Figure 1. Routed metal, one color a layer (run 1).
Only two layers are drawn.
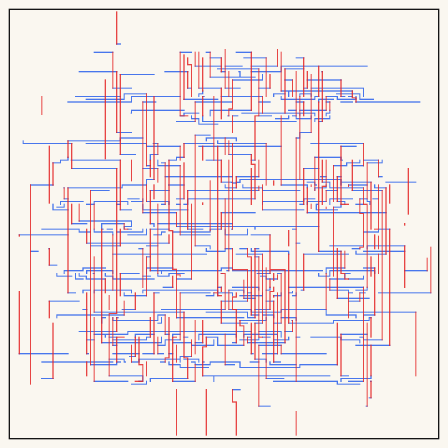
Figure 2. A small window of the routed layout (run 1).
Region (27, 1) to (52, 26) um. Cells in gray, sequential cells in the stronger gray; small squares are vias.
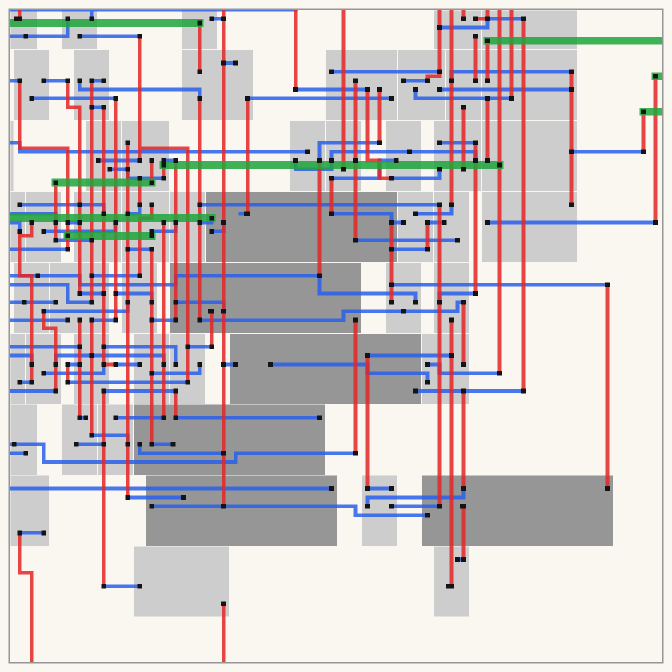
Figure 3. Routing congestion map (run 1).
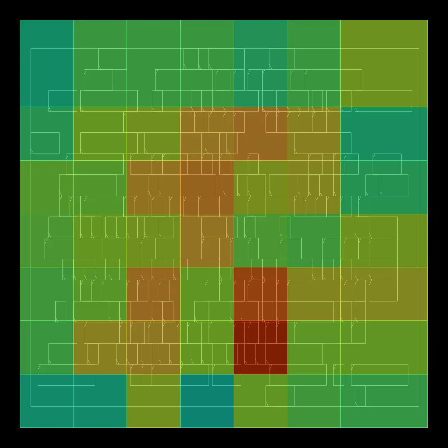
Figure 4. Where the registers sit (run 1).
Other sequential cells in the stronger gray, the rest of the logic in the fainter gray.
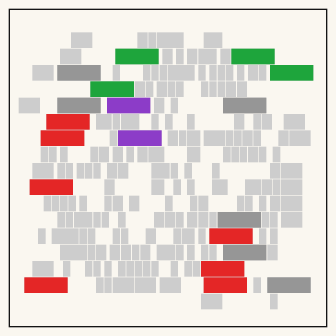
**src/rtl/intersection_controller.sv**
```systemverilog
// ---------------------------------------------------------------------------
// intersection_controller
//
// Two-way intersection sequencer. Cycles NS_GO -> NS_CLEAR -> EW_GO ->
// EW_CLEAR on the one-second tick. It produces a shared countdown for the
// per-direction traffic_light instances and one enable per approach.
// Vehicle and pedestrian requests are latched. They steer which GO phase
// follows a clearance. A pending pedestrian request extends the next
// north-south green.
//
// Ports:
//   clk          in   system clock
//   rst_n        in   synchronous active-low reset
//   sec_tick     in   one-cycle pulse, once per second
//   ns_request   in   north-south vehicle sensor (level or pulse)
//   ew_request   in   east-west vehicle sensor (level or pulse)
//   ped_request  in   pedestrian push-button pulse (crosses with NS traffic)
//   master_timer out  7-bit countdown shared by both traffic_light instances
//   ns_enable    out  north-south traffic_light enable
//   ew_enable    out  east-west traffic_light enable
//   walk         out  pedestrian walk indication
//   phase        out  current state: 0 NS_GO, 1 NS_CLEAR, 2 EW_GO, 3 EW_CLEAR
// ---------------------------------------------------------------------------
module intersection_controller #(
    parameter int GREEN_TIME = 30,
    parameter int CLEAR_TIME = 2,
    parameter int PED_EXTRA  = 10
) (
    input  logic       clk,
    input  logic       rst_n,
    input  logic       sec_tick,
    input  logic       ns_request,
    input  logic       ew_request,
    input  logic       ped_request,
    output logic [6:0] master_timer,
    output logic       ns_enable,
    output logic       ew_enable,
    output logic       walk,
    output logic [1:0] phase
);

    typedef enum logic [1:0] {
        NS_GO    = 2'd0,
        NS_CLEAR = 2'd1,
        EW_GO    = 2'd2,
        EW_CLEAR = 2'd3
    } state_t;

    localparam logic [6:0] GREEN_LOAD = 7'(GREEN_TIME);
    localparam logic [3:0] CLEAR_LOAD = 4'(CLEAR_TIME - 1);
    // The extended load is formed in 8 bits and saturated to the 7-bit timer.
    localparam logic [7:0] PED_SUM    = 8'(GREEN_TIME) + 8'(PED_EXTRA);
    localparam logic [6:0] PED_LOAD   = (PED_SUM > 8'd127) ? 7'd127 : PED_SUM[6:0];

    state_t     state, state_next;
    logic [6:0] timer_next;
    logic [3:0] clr_cnt, clr_next;
    logic       ns_req_l, ns_req_next;
    logic       ew_req_l, ew_req_next;
    logic       ped_l, ped_next;
    logic       walk_next;
    logic       ns_en_next, ew_en_next;
    logic       ns_demand, ew_demand;
    logic       enter_ns, enter_ew;

    assign phase = state;

    // State, timer, latches and registered outputs.
    always_ff @(posedge clk) begin
        if (!rst_n) begin
            state        <= EW_CLEAR;
            master_timer <= 7'd0;
            clr_cnt      <= CLEAR_LOAD;
            ns_req_l     <= 1'b0;
            ew_req_l     <= 1'b0;
            ped_l        <= 1'b0;
            walk         <= 1'b0;
            ns_enable    <= 1'b0;
            ew_enable    <= 1'b0;
        end else begin
            state        <= state_next;
            master_timer <= timer_next;
            clr_cnt      <= clr_next;
            ns_req_l     <= ns_req_next;
            ew_req_l     <= ew_req_next;
            ped_l        <= ped_next;
            walk         <= walk_next;
            ns_enable    <= ns_en_next;
            ew_enable    <= ew_en_next;
        end
    end

    // Next-state, timer and latch logic. The latches update every cycle.
    // The state and the counters only move on sec_tick.
    always_comb begin
        state_next  = state;
        timer_next  = master_timer;
        clr_next    = clr_cnt;
        ns_req_next = ns_req_l;
        ew_req_next = ew_req_l;
        ped_next    = ped_l;
        walk_next   = walk;
        enter_ns    = 1'b0;
        enter_ew    = 1'b0;

        ns_demand = ns_req_l | ped_l;
        ew_demand = ew_req_l;

        // A request for a direction that already has green is ignored.
        // The button is likewise ignored while its walk is being shown.
        if (ns_request && state != NS_GO) ns_req_next = 1'b1;
        if (ew_request && state != EW_GO) ew_req_next = 1'b1;
        if (ped_request && !(state == NS_GO && walk)) ped_next = 1'b1;

        if (sec_tick) begin
            case (state)
                NS_GO, EW_GO: begin
                    if (master_timer != 7'd0) begin
                        timer_next = master_timer - 7'd1;
                        if (master_timer == 7'd4) walk_next = 1'b0;
                    end else begin
                        state_next = (state == NS_GO) ? NS_CLEAR : EW_CLEAR;
                        clr_next   = CLEAR_LOAD;
                        walk_next  = 1'b0;
                    end
                end
                NS_CLEAR: begin
                    if (clr_cnt != 4'd0) begin
                        clr_next = clr_cnt - 4'd1;
                    end else if (ns_demand && !ew_demand) begin
                        enter_ns = 1'b1;
                    end else begin
                        enter_ew = 1'b1;
                    end
                end
                default: begin
                    if (clr_cnt != 4'd0) begin
                        clr_next = clr_cnt - 4'd1;
                    end else if (ew_demand && !ns_demand) begin
                        enter_ew = 1'b1;
                    end else begin
                        enter_ns = 1'b1;
                    end
                end
            endcase
        end

        // GO entry overrides the latch update above. A request asserted on the
        // entry cycle counts as served.
        if (enter_ns) begin
            state_next  = NS_GO;
            ns_req_next = 1'b0;
            if (ped_l) begin
                timer_next = PED_LOAD;
                ped_next   = 1'b0;
                walk_next  = 1'b1;
            end else begin
                timer_next = GREEN_LOAD;
                walk_next  = 1'b0;
            end
        end
        if (enter_ew) begin
            state_next  = EW_GO;
            ew_req_next = 1'b0;
            timer_next  = GREEN_LOAD;
            walk_next   = 1'b0;
        end

        ns_en_next = (state_next == NS_GO);
        ew_en_next = (state_next == EW_GO);
    end

endmodule

```
**config.mk**
```make
export PLATFORM = sky130hd
export DESIGN_NAME = intersection_controller
export DESIGN_NICKNAME = d
export VERILOG_FILES = /design/src/rtl/intersection_controller.sv
export SDC_FILE = /design/constraint.sdc
export NUM_CORES = 1
export LEC_CHECK = 0
export ABC_AREA = 1
export ABC_CLOCK_PERIOD_IN_PS = 3400
export CORE_UTILIZATION = 43
export DETAILED_ROUTE_END_ITERATION = 10
export PLACE_DENSITY = 0.67
export SYNTH_ARGS = -nofsm -noshare
export SYNTH_HDL_FRONTEND = slang
export SYNTH_SLANG_ARGS = --single-unit
```
**constraint.sdc**
```tcl
create_clock -name clk -period 3.4 [get_ports clk]
set_input_delay 0.68 -clock clk [delete_from_list [all_inputs] [get_ports clk]]
set_output_delay 0.68 -clock clk [all_outputs]
set_load 0.05 [all_outputs]
```
==> impl_metrics.ini, run 1 <==
; synthesis and place-and-route metrics
[finish]
lay_top_count = nand2_1
nets = 204
nClkBuffers = 4
final_cell_mix = nand2_1, inv_1, nor2_1, nand3_1, dfxtp_1
comb_area_um2 = 592
final_cell_count_no_fill = 221
final-clk-cell-share = 0.0200
final_cell_area_um2 = 1310
multiInputCombCellCount = 124
largest_class = combinational gates
inv_count = 29

[synthesis]
synth_cell_types = 18
top_cell = nand2_1
synthAoiAreaFrac = 0.0999
top_cell_area_share = 0.345
ys_top_cells_by_area = dfxtp_1, nand2_1, inv_1, nand3_1, nor2_1
adder_share = 0.0454
synth-simple-area-share = 0.360
top_cells_by_count = nand2_1, inv_1, nor2_1
largest_area_cell = dfxtp_1
ys_cells = 175

[critical_path]
start_kind = register
crit_path_end = phase[0]
slowest_stage = clkdlybuf4s50_1
crit_start = phase[0]
timing.rr.start = phase[0]
r2r_slack_ns = 1.66
critical_path_required_ns = 2.72
worstRegToRegCells = 9
reg2reg_to = master_timer[6]

[job]
warnings = 28

[timing]
max_freq_mhz = 429
fin_hold_ws_ns = 0.497
setup_slack_ns = 1.07
finalSetupTns_ns = 0
grt_setup_unrepaired = no
slew_headroom = 0.662

[route]
viasPerCell = 5.08
first_iter_violations = 26
antenna_left = 0

[grt]
globalRouteOverflowTotal = 0
antenna_found_initial = 0

[pwr]
power_frac_seq = 0.420
power_uw = 639
powerDensity_nw_per_um2 = 487
power_combinational_uw = 263
p_clk_frac = 0.169

[floorplan]
rows = 17
io_pins = 18

[clock_network]
htree_num_levels = 1
cts.clk_slew.worst_paths_ns = 0.10
clockRootBuffer = clkbuf_4

[worst_hold_path]
min_delay_worst_endpoint = ns_req_l
min_path_cells = 2

[placement]
dpl-instance-area_um2 = 1290
routabilityCongestion = 0.904
dp_hpwl_um = 1950

[run_status]
outcome = finished clean
Notes on Figure 1 above:
- red: metal 2 (wire length 1180 um)
- blue: metal 1 (wire length 1210 um)
GRT Util Overall: 0.205
final WL: 2550 um
via count: 1123
Routed wire per std cell: 11.5 um

Notes on Figure 2 above:
- blue: metal 1
- red: metal 2
- green: metal 3
- sequential cells in the window: 6
- most frequent: nand2_1 (13), inv_1 (8), dfxtp_1 (6)
- cells with their middle in the window: 48
- netlist names of flops here include: master_timer (3)

Notes on Figure 3 above:
met3 usage: 0.0522
gr busiest metal: met2
met1 Use GR: 0.268

Notes on Figure 4 above:
- green: clr_cnt (placed flops 4)
- red: master_timer (placed flops 7)
- purple: phase (placed flops 2)
- not colored: 6
flop share of the area: 0.290
sequential power: 268 uW
final core occ: 0.566
Reg area: 380 um^2

==> run 2, diff against run 1 <==
ABC_CLOCK_PERIOD_IN_PS = 2000   (was 3400)
PLACE_DENSITY = 0.69   (was 0.67)
clock period = 2 ns   (was 3.4 ns; I/O delays follow)
==> impl_metrics.ini, run 2 <==
; synthesis and place-and-route metrics
[finish]
nets = 208
final_cell_area_um2 = 1340
sh_seq_area = 0.284
flop_area_um2 = 380
final-clk-cell-share = 0.0205
comb_area_um2 = 592
final_cell_mix = nand2_1, inv_1, nor2_1, nand3_1, dfxtp_1
postLayoutCoreUtil = 0.579
final_cell_count_no_fill = 225
multiInputCombCellCount = 124

[synthesis]
adder_share = 0.0454
ys_top_cells_by_area = dfxtp_1, nand2_1, inv_1, nand3_1, nor2_1
top_cells_by_count = nand2_1, inv_1, nor2_1
synth_cell_types = 18
top_cell_area_share = 0.345

[placement]
dp_hpwl_um = 2050
dpl-instance-area_um2 = 1310
routabilityCongestion = 0.867

[timing]
setup_slack_ns = 0.0548
slew_headroom = 0.663
finalSetupTns_ns = 0
grt_setup_unrepaired = no
fin_hold_ws_ns = 0.507

[grt]
antenna_found_initial = 0
grt_most_used_layer = met2
track_usage = 0.220
grt_use_met3 = 0.0319

[critical_path]
r2r_slack_ns = 0.32
crit_path_end = master_timer[2]
crit_start = master_timer[2]
reg2reg_to = master_timer[5]

[pwr]
power_combinational_uw = 453
power_mw = 1.11
power_frac_seq = 0.411
p_clk_frac = 0.180

[job]
warnings = 28

[route]
wl_per_cell_um = 11.7
wl_um = 2630
antenna_left = 0

[worst_hold_path]
min_delay_worst_endpoint = ns_req_l
min_path_cells = 2

[run_status]
outcome = finished clean

[clock_network]
cts.clk_slew.worst_paths_ns = 0.12
Figure 5. PDN straps and rails (run 2).
Scale bar: 20 um. Pins as bars on the die edge. Tap cells in gray.
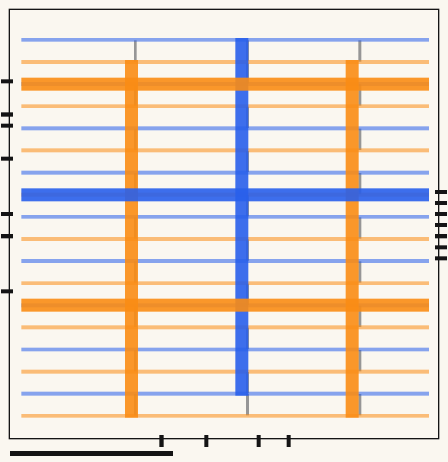
- orange: VSS
- blue: VDD
- met1 rails: 18
- tap cells: 28
- met5 straps: 3
Peak VDD IR: 0.000462 V
die span in y: 52.6 um
area of the core: 2320 um^2
die outline width: 52.6 um

==> run 3, diff against run 2 <==
ABC_CLOCK_PERIOD_IN_PS = 2400   (was 2000)
HOLD_SLACK_MARGIN = 0.02   (was default)
PLACE_DENSITY = 0.67   (was 0.69)
clock period = 2.4 ns   (was 2 ns; I/O delays follow)
Figure 6. Routing congestion map (run 3).
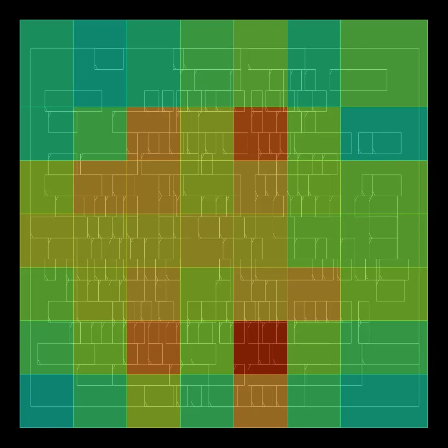
GRT Util Overall: 0.207
final core occ: 0.569
Routed wire per std cell: 10.8 um
met2 Track Usage GR: 0.319

==> impl_metrics.ini, run 3 <==
; synthesis and place-and-route metrics
[run_status]
outcome = finished clean

[critical_path]
reg2reg_to = master_timer[5]
worstRegToRegCells = 10
slowest_stage = clkdlybuf4s50_1
worst-path-max-fanout = 8
timing.rr.start = phase[0]
cp_slowest_stage_delay_ns = 0.86
critical_path_required_ns = 1.92
critPathArrivalTime_ns = 1.66
crit_start = phase[0]
start_kind = register
r2r_slack_ns = 0.68
crit_path_end = phase[0]

[clock_network]
cts.clk_slew.worst_paths_ns = 0.11
clock_latency_ns = 0.29
cts_setup_buffers = 0
clockRootBuffer = clkbuf_4
htree_num_levels = 1

[finish]
final-clk-cell-share = 0.0199
largest_class = combinational gates
final_cell_count_no_fill = 222
nClkBuffers = 4
final-nonclk-buf-share = 0.135
flop_area_um2 = 380
lay_top_count = nand2_1
final_cell_mix = nand2_1, inv_1, nor2_1, nand3_1, dfxtp_1
sh_seq_area = 0.288
comb_area_um2 = 592
nets = 205
comb_share = 0.448
final_cell_area_um2 = 1320
multiInputCombCellCount = 124
inv_count = 29

[grt]
gr-usage-met1 = 0.284
globalRouteOverflowTotal = 0
grt_use_met3 = 0.0522
grt_most_used_layer = met2
antenna_found_initial = 0

[pwr]
power.internal_uw = 548
power_uw = 908
pg_seq_uw = 379
power_combinational_uw = 367
p_clk_frac = 0.179
ir_drop_v = 0.000519
powerDensity_nw_per_um2 = 688
power_frac_seq = 0.417

[route]
antenna_left = 0
wl_met2_um = 1030
top_layer = met4
wl_um = 2390
vias = 1102
first_iter_violations = 27
drc = 0
viasPerCell = 4.96

[placement]
dp_hpwl_um = 1830
dpl-instance-area_um2 = 1290
routabilityCongestion = 0.814

[timing]
fin_hold_ws_ns = 0.495
finalCritPeriodShare = 0.890
finalSetupTns_ns = 0
grt_setup_unrepaired = no
setup_slack_ns = 0.263
max_freq_mhz = 468
slew_headroom = 0.668

[synthesis]
syn_avg_cell_area_um2 = 6.30
top_cells_by_count = nand2_1, inv_1, nor2_1
synthAoiAreaFrac = 0.0999
mux_area_frac = 0
ys_cells = 175
top_cell_area_share = 0.345
synth_flops = 19
synth_cell_types = 18
synth-simple-area-share = 0.360
synthArstFlopShare = 0
top_cell = nand2_1
adder_share = 0.0454
largest_area_cell = dfxtp_1
ys_top_cells_by_area = dfxtp_1, nand2_1, inv_1, nand3_1, nor2_1

[job]
warnings = 28

[floorplan]
rows = 17
die_h_um = 52.6
die_w_um = 52.6
core_um2 = 2320
io_pins = 18

[worst_hold_path]
min_delay_worst_endpoint = ns_req_l
min_path_cells = 2
No activity file was given, so power comes from the tool's default toggle rates.
